--- src/rtl/pool2d_stream.sv ---
`default_nettype none
// +----------------------------------------------------------------------------+
// | pool2d_stream                                                              |
// | Streaming POOLxPOOL max/average pooling, raster input, direct RAM writes. |
// | Rev 1.0                                                                    |
// +----------------------------------------------------------------------------+
module pool2d_stream #(
  parameter int DATA_WIDTH = 16,
  parameter int IN_W       = 10,
  parameter int IN_H       = 10,
  parameter int POOL       = 2,
  parameter int CHANNELS   = 1,
  parameter int ADDR_W     = 8
) (
  input  logic                  clk,
  input  logic                  rst,
  input  logic                  i_start,
  input  logic                  i_mode,
  input  logic [ADDR_W-1:0]     i_base_addr,
  input  logic                  i_in_valid,
  output logic                  o_in_ready,
  input  logic [DATA_WIDTH-1:0] i_in_data,
  output logic                  o_out_wea,
  output logic [ADDR_W-1:0]     o_out_addr,
  output logic [DATA_WIDTH-1:0] o_out_din,
  output logic                  o_busy,
  output logic                  o_done
);

  localparam int OUT_W = IN_W / POOL;
  localparam int OUT_H = IN_H / POOL;
  localparam int S     = $clog2(POOL * POOL);
  localparam int ACC_W = DATA_WIDTH + S;
  localparam int PL    = $clog2(POOL);
  localparam int XW    = $clog2(IN_W);
  localparam int YW    = $clog2(IN_H);
  localparam int CW    = (CHANNELS > 1) ? $clog2(CHANNELS) : 1;
  localparam int OXW   = XW - PL;
  localparam int OYW   = YW - PL;

  typedef enum logic [1:0] {
    S_IDLE  = 2'd0,
    S_RUN   = 2'd1,
    S_DRAIN = 2'd2,
    S_DONE  = 2'd3
  } state_t;

  state_t                   r_state;
  logic [XW-1:0]            r_x;
  logic [YW-1:0]            r_y;
  logic [CW-1:0]            r_ch;
  logic                     r_mode;
  logic [ADDR_W-1:0]        r_base;
  logic signed [ACC_W-1:0]  r_line [OUT_W];

  logic                     w_accept;
  logic [OXW-1:0]           w_ox;
  logic [OYW-1:0]           w_oy;
  logic                     w_first;
  logic                     w_last;
  logic                     w_x_end;
  logic                     w_y_end;
  logic                     w_ch_end;
  logic signed [ACC_W-1:0]  w_px;
  logic signed [ACC_W-1:0]  w_entry;
  logic signed [ACC_W-1:0]  w_comb;
  logic [DATA_WIDTH-1:0]    w_din;
  logic [ADDR_W-1:0]        w_addr;

  assign w_accept = (r_state == S_RUN) && i_in_valid;
  assign w_ox     = r_x[XW-1:PL];
  assign w_oy     = r_y[YW-1:PL];
  assign w_first  = (r_x[PL-1:0] == '0) && (r_y[PL-1:0] == '0);
  assign w_last   = (&r_x[PL-1:0]) && (&r_y[PL-1:0]);
  assign w_x_end  = (r_x == XW'(IN_W - 1));
  assign w_y_end  = (r_y == YW'(IN_H - 1));
  assign w_ch_end = (r_ch == CW'(CHANNELS - 1));
  assign w_px     = {{S{i_in_data[DATA_WIDTH-1]}}, i_in_data};
  assign w_entry  = r_line[w_ox];

  always_comb begin
    w_comb = w_px;
    if (!w_first) begin
      if (r_mode) begin
        w_comb = w_entry + w_px;
      end else if (w_px > w_entry) begin
        w_comb = w_px;
      end else begin
        w_comb = w_entry;
      end
    end
  end

  // Arithmetic shift gives the floor of the window mean, including negative sums.
  assign w_din  = r_mode ? DATA_WIDTH'(w_comb >>> S) : DATA_WIDTH'(w_comb);
  assign w_addr = r_base
                + ADDR_W'(r_ch) * ADDR_W'(OUT_W * OUT_H)
                + ADDR_W'(w_oy) * ADDR_W'(OUT_W)
                + ADDR_W'(w_ox);

  always_ff @(posedge clk) begin
    if (!rst && w_accept) begin
      r_line[w_ox] <= w_comb;
    end
  end

  always_ff @(posedge clk) begin
    if (rst) begin
      r_state    <= S_IDLE;
      r_x        <= '0;
      r_y        <= '0;
      r_ch       <= '0;
      r_mode     <= 1'b0;
      r_base     <= '0;
      o_in_ready <= 1'b0;
      o_busy     <= 1'b0;
      o_done     <= 1'b0;
      o_out_wea  <= 1'b0;
      o_out_addr <= '0;
      o_out_din  <= '0;
    end else begin
      o_out_wea <= 1'b0;
      o_done    <= 1'b0;
      case (r_state)
        S_IDLE: begin
          if (i_start) begin
            r_state    <= S_RUN;
            r_x        <= '0;
            r_y        <= '0;
            r_ch       <= '0;
            r_mode     <= i_mode;
            r_base     <= i_base_addr;
            o_in_ready <= 1'b1;
            o_busy     <= 1'b1;
          end
        end
        S_RUN: begin
          if (w_accept) begin
            if (w_last) begin
              o_out_wea  <= 1'b1;
              o_out_addr <= w_addr;
              o_out_din  <= w_din;
            end
            if (w_x_end) begin
              r_x <= '0;
              if (w_y_end) begin
                r_y  <= '0;
                r_ch <= w_ch_end ? '0 : r_ch + 1'b1;
                if (w_ch_end) begin
                  r_state    <= S_DRAIN;
                  o_in_ready <= 1'b0;
                end
              end else begin
                r_y <= r_y + 1'b1;
              end
            end else begin
              r_x <= r_x + 1'b1;
            end
          end
        end
        S_DRAIN: begin
          r_state <= S_DONE;
          o_done  <= 1'b1;
          o_busy  <= 1'b0;
        end
        default: begin
          r_state <= S_IDLE;
        end
      endcase
    end
  end

endmodule
`default_nettype wire
--- config.mk ---
export PLATFORM = sky130hd
export DESIGN_NAME = pool2d_stream
export DESIGN_NICKNAME = d
export VERILOG_FILES = /design/src/rtl/pool2d_stream.sv
export SDC_FILE = /design/constraint.sdc
export NUM_CORES = 1
export LEC_CHECK = 0
export ABC_CLOCK_PERIOD_IN_PS = 5300
export CAP_MARGIN = 20
export CORE_ASPECT_RATIO = 1.2
export CORE_MARGIN = 3
export CORE_UTILIZATION = 59
export CTS_CLUSTER_DIAMETER = 30
export CTS_CLUSTER_SIZE = 25
export DETAILED_ROUTE_END_ITERATION = 7
export HOLD_SLACK_MARGIN = 0.12
export PLACE_DENSITY = 0.77
export RECOVER_POWER = 50
export SLEW_MARGIN = 20
export SYNTH_ARGS = -nofsm -noshare
export SYNTH_HDL_FRONTEND = slang
export SYNTH_SLANG_ARGS = --single-unit
export TNS_END_PERCENT = 30
--- constraint.sdc ---
create_clock -name clk -period 5.3 [get_ports clk]
set_input_delay 1.59 -clock clk [delete_from_list [all_inputs] [get_ports clk]]
set_output_delay 1.59 -clock clk [all_outputs]
set_load 0.01 [all_outputs]
==> notes.md <==
flow finished, numbers: Simple Share, Synth 0.1122, worst-case setup slack after placement 285.2 ps, transition at the pin with the smallest max-transition slack 2295 ps, synthesized cell area 7820 um^2, worst hold stages 2, endpoint kind of the worst setup timing path flop, combined flip-flop and latch cell area 3704 um^2, violations in the final reports capacitance limit, slew limit, first-pass GRT wire length 32270 um, fraction of post-synthesis cell area in the top cell type by area 0.3456, minimum clock period 4653 ps, Residual DRC 0, CP peak stage delay 530 ps, final worst-path cycle share 0.8778, Data required, critical path 5450 ps, Filler cells 920, Slew Limit Headroom -0.5300, number of clock buffers inserted by TritonCTS 17, initial antenna violation count 0, cell type with the largest total area edfxtp_1, ordered list of cells on the worst path clkdlybuf4s50_1 > ha_1 > and4_4 > and3_1 > a41oi_1 > a22oi_4 > buf_4 > or3_1 > nand2_1 > nor3_1, PortBufs 56, adder-cell area share of the yosys netlist 0.1002, total setup violations reported at the end of the flow 0, Cell Pwr Density 379.4 nW/um^2, critical path arrival 4800 ps, multiplexer share of the synthesized area 0.08496, worst-case clock skew 10.27 ps, Num Clock Sinks 140, placer's final routability congestion estimate 0.9071, worst supply voltage drop on vdd 0.3515 mV, register area share after synthesis 0.4736, cell count after synthesis 710, Final Hold Violation Tally 0, root cell of the clock tree clkbuf_16, HPWL after detailed placement 13930 um, commonest register cell after synthesis edfxtp_1, nature of the critical path startpoint input pin, count of unique library cells instantiated by Yosys 69, vias after detailed routing 5919, floorplan die height 132.1 um, most common cell in the synthesized netlist edfxtp_1, min-delay src o_out_addr[6]$_SDFFE_PP0P_, upper clock frequency limit 214.9 MHz, Critical Path Start i_in_data[9], pins over their slew limit 51, most area-consuming cells after synthesis edfxtp_1 35%, dfxtp_1 13%, ha_1 8.5%, final-layout worst hold slack 451.9 ps, RSZ-0062 raised after global routing false, total gr overflow 0, Synth warnings 0, combinational gate area 3770 um^2, outcome finished with violations, final worst setup slack 647.5 ps, P&R area growth vs syn 16.38%, synthesized area per cell 11.01 um^2, starting DRC count in detailed routing 505, buffers from clock root to sink, at most 2, Max H-tree Level 4, Post-synth ARST share 0, post-synthesis sequential element count 140, fraction of layout cells with a size suffix above 1 0.1145, buffers inserted by post-CTS timing repair 0, crit path kind in -> reg, type of the tightest min-delay check reg -> reg, Slowest-stage cell, CP clkdlybuf4s50_1, count of library flops with an enable pin 90, Post-DRT Antenna Nets 0, sum of routed wire length over all layers 20520 um, Floorplan Core Area 12780 um^2, area reported by Yosys stat 7820 um^2, total leakage power 3.458 nW, Worst-path clk slew 70 ps, horizontal die dimension 111.1 um, vias in the first global route 5905, final layout net count 852, number of diodes 0, number of logged tool warnings 47, count of pins on the block boundary 57, cell count listed in synth_stat.txt 710, via density per instance 6.290, clock latency on the worst-skew pair 420 ps, Worst Reg2Reg Path Length in Cells 12, starting utilization of the core area 0.6118, detailed-routing iteration count for the pre-antenna-repair pass 5, Logic family by area AND-OR/OR-AND gates, TritonCTS clock tree done, area enclosed by the die boundary 14680 um^2, post-cts hold-fix buffer tally 0, routed length per instance 21.81 um, sum of negative setup slack 0 ps, cells resized by post-CTS repair 0, Post-Synth AOI/OAI Area 0.1603, top cell types by occurrence after synthesis 90 x edfxtp_1, 61 x nand2_1, 57 x a21oi_1, 53 x ha_1, 53 x nor2_1, maximum number of pins on one net before global-route repair 51, CP Max Fanout 16, overall global routing resource usage 0.2861, Synth Area in XOR/XNOR 0.02352, max capacitance violation total 2, Final Util 0.7121
[final timing paths]
check | to | slack (ps)
worst max register to register | r_line[0][15]$_DFFE_PP_ | 780
worst max-delay path | r_line[0][15]$_DFFE_PP_ | 650
worst min register to register | o_out_addr[6]$_SDFFE_PP0P_ | 450
worst min-delay path | o_out_addr[6]$_SDFFE_PP0P_ | 450
[critical path, delay by kind of cell]
family	cells	cell delay [ps]
simple gates	5	1120
buf+inv	2	810
compound gates	2	740
fa+ha+maj	1	530
[report_power, final]
part           switching [W]  internal [W]  leakage [nW]
clock               0.000507      0.000665         0.276
combinational       0.000628      0.000321          1.96
sequential         0.0000419       0.00129          1.22
total                0.00118       0.00228          3.46
[registers in the layout, summed over array words and instances (netlist names), 2 cells and up, named ones only]
name        flops
r_state         2
r_line         90
r_x             4
r_base          8
r_y             4
o_out_addr      8
o_out_din      16
[routing by layer]
layer	GRT usage	vias up	part of all wire
met1	0.3597	2902	0.41
met4	0.1197	0	0.028
met5	0	-	0
li1	-	2749	-
met2	0.4879	227	0.50
met3	0.05326	41	0.055
[per-stage QoR]
stage	instance area, um^2	instances	power, W
global placement	8543	909	0.002254
global route	9101	941	0.003618
detailed placement	8543	909	0.002285
floorplan	7820	710	0.002024
CTS	9123	941	0.003454
finish	9101	941	0.003453
[placed cells by master, fill, tap and decap left out, drive strengths merged, types with 18 or more instances in the layout]
master,synthesis,layout
mux2i,18,18
dfxtp,50,50
nor2,54,54
nand2,62,62
dlygate4sd3,0,28
clkdlybuf4s50,0,27
a21oi,57,57
clkbuf,22,23
edfxtp,90,90
ha,53,53
mux4,18,18
inv,49,57
[cell type report]
class	instances	share of cell area
clock inverter	14	0.01650
sequential	140	0.4069
timing repair buffer	72	0.07245
multi-input combinational	484	0.4142
tap	164	0.02255
clock buffer	18	0.04715
inverter	49	0.02021
Figure 1. Close-up of the layout.
Region (36, 20) to (76, 60) um. Cells in gray, sequential cells in the stronger gray; small squares are vias.
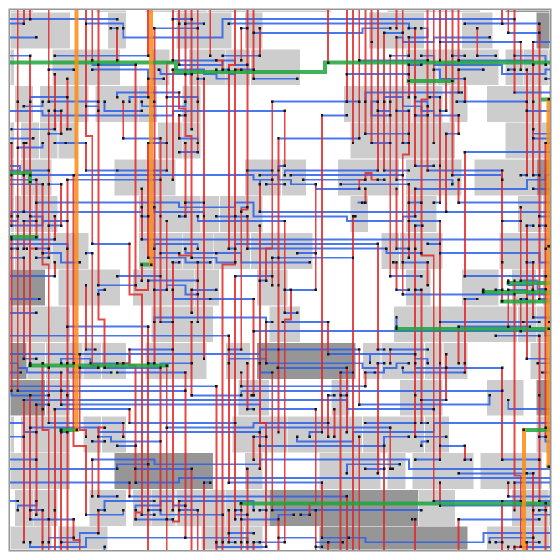
met2 -> red
met3 -> green
met1 -> blue
met4 -> orange
netlist names of flops here include = o_out_din (2), r_line (2)
cells with their middle in the window = 114
sequential cells in the window = 4
most frequent = a21oi_1 (13), ha_1 (13), nor2_1 (12)

Figure 2. Cell outlines without signal wires.
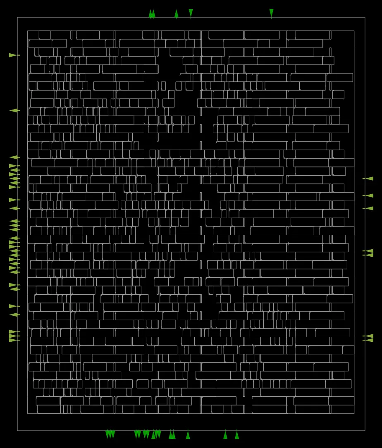
Site Rows: 45
final cell count without fillers: 941
flop share of the area: 0.4069

No activity file was given, so power comes from the tool's default toggle rates.
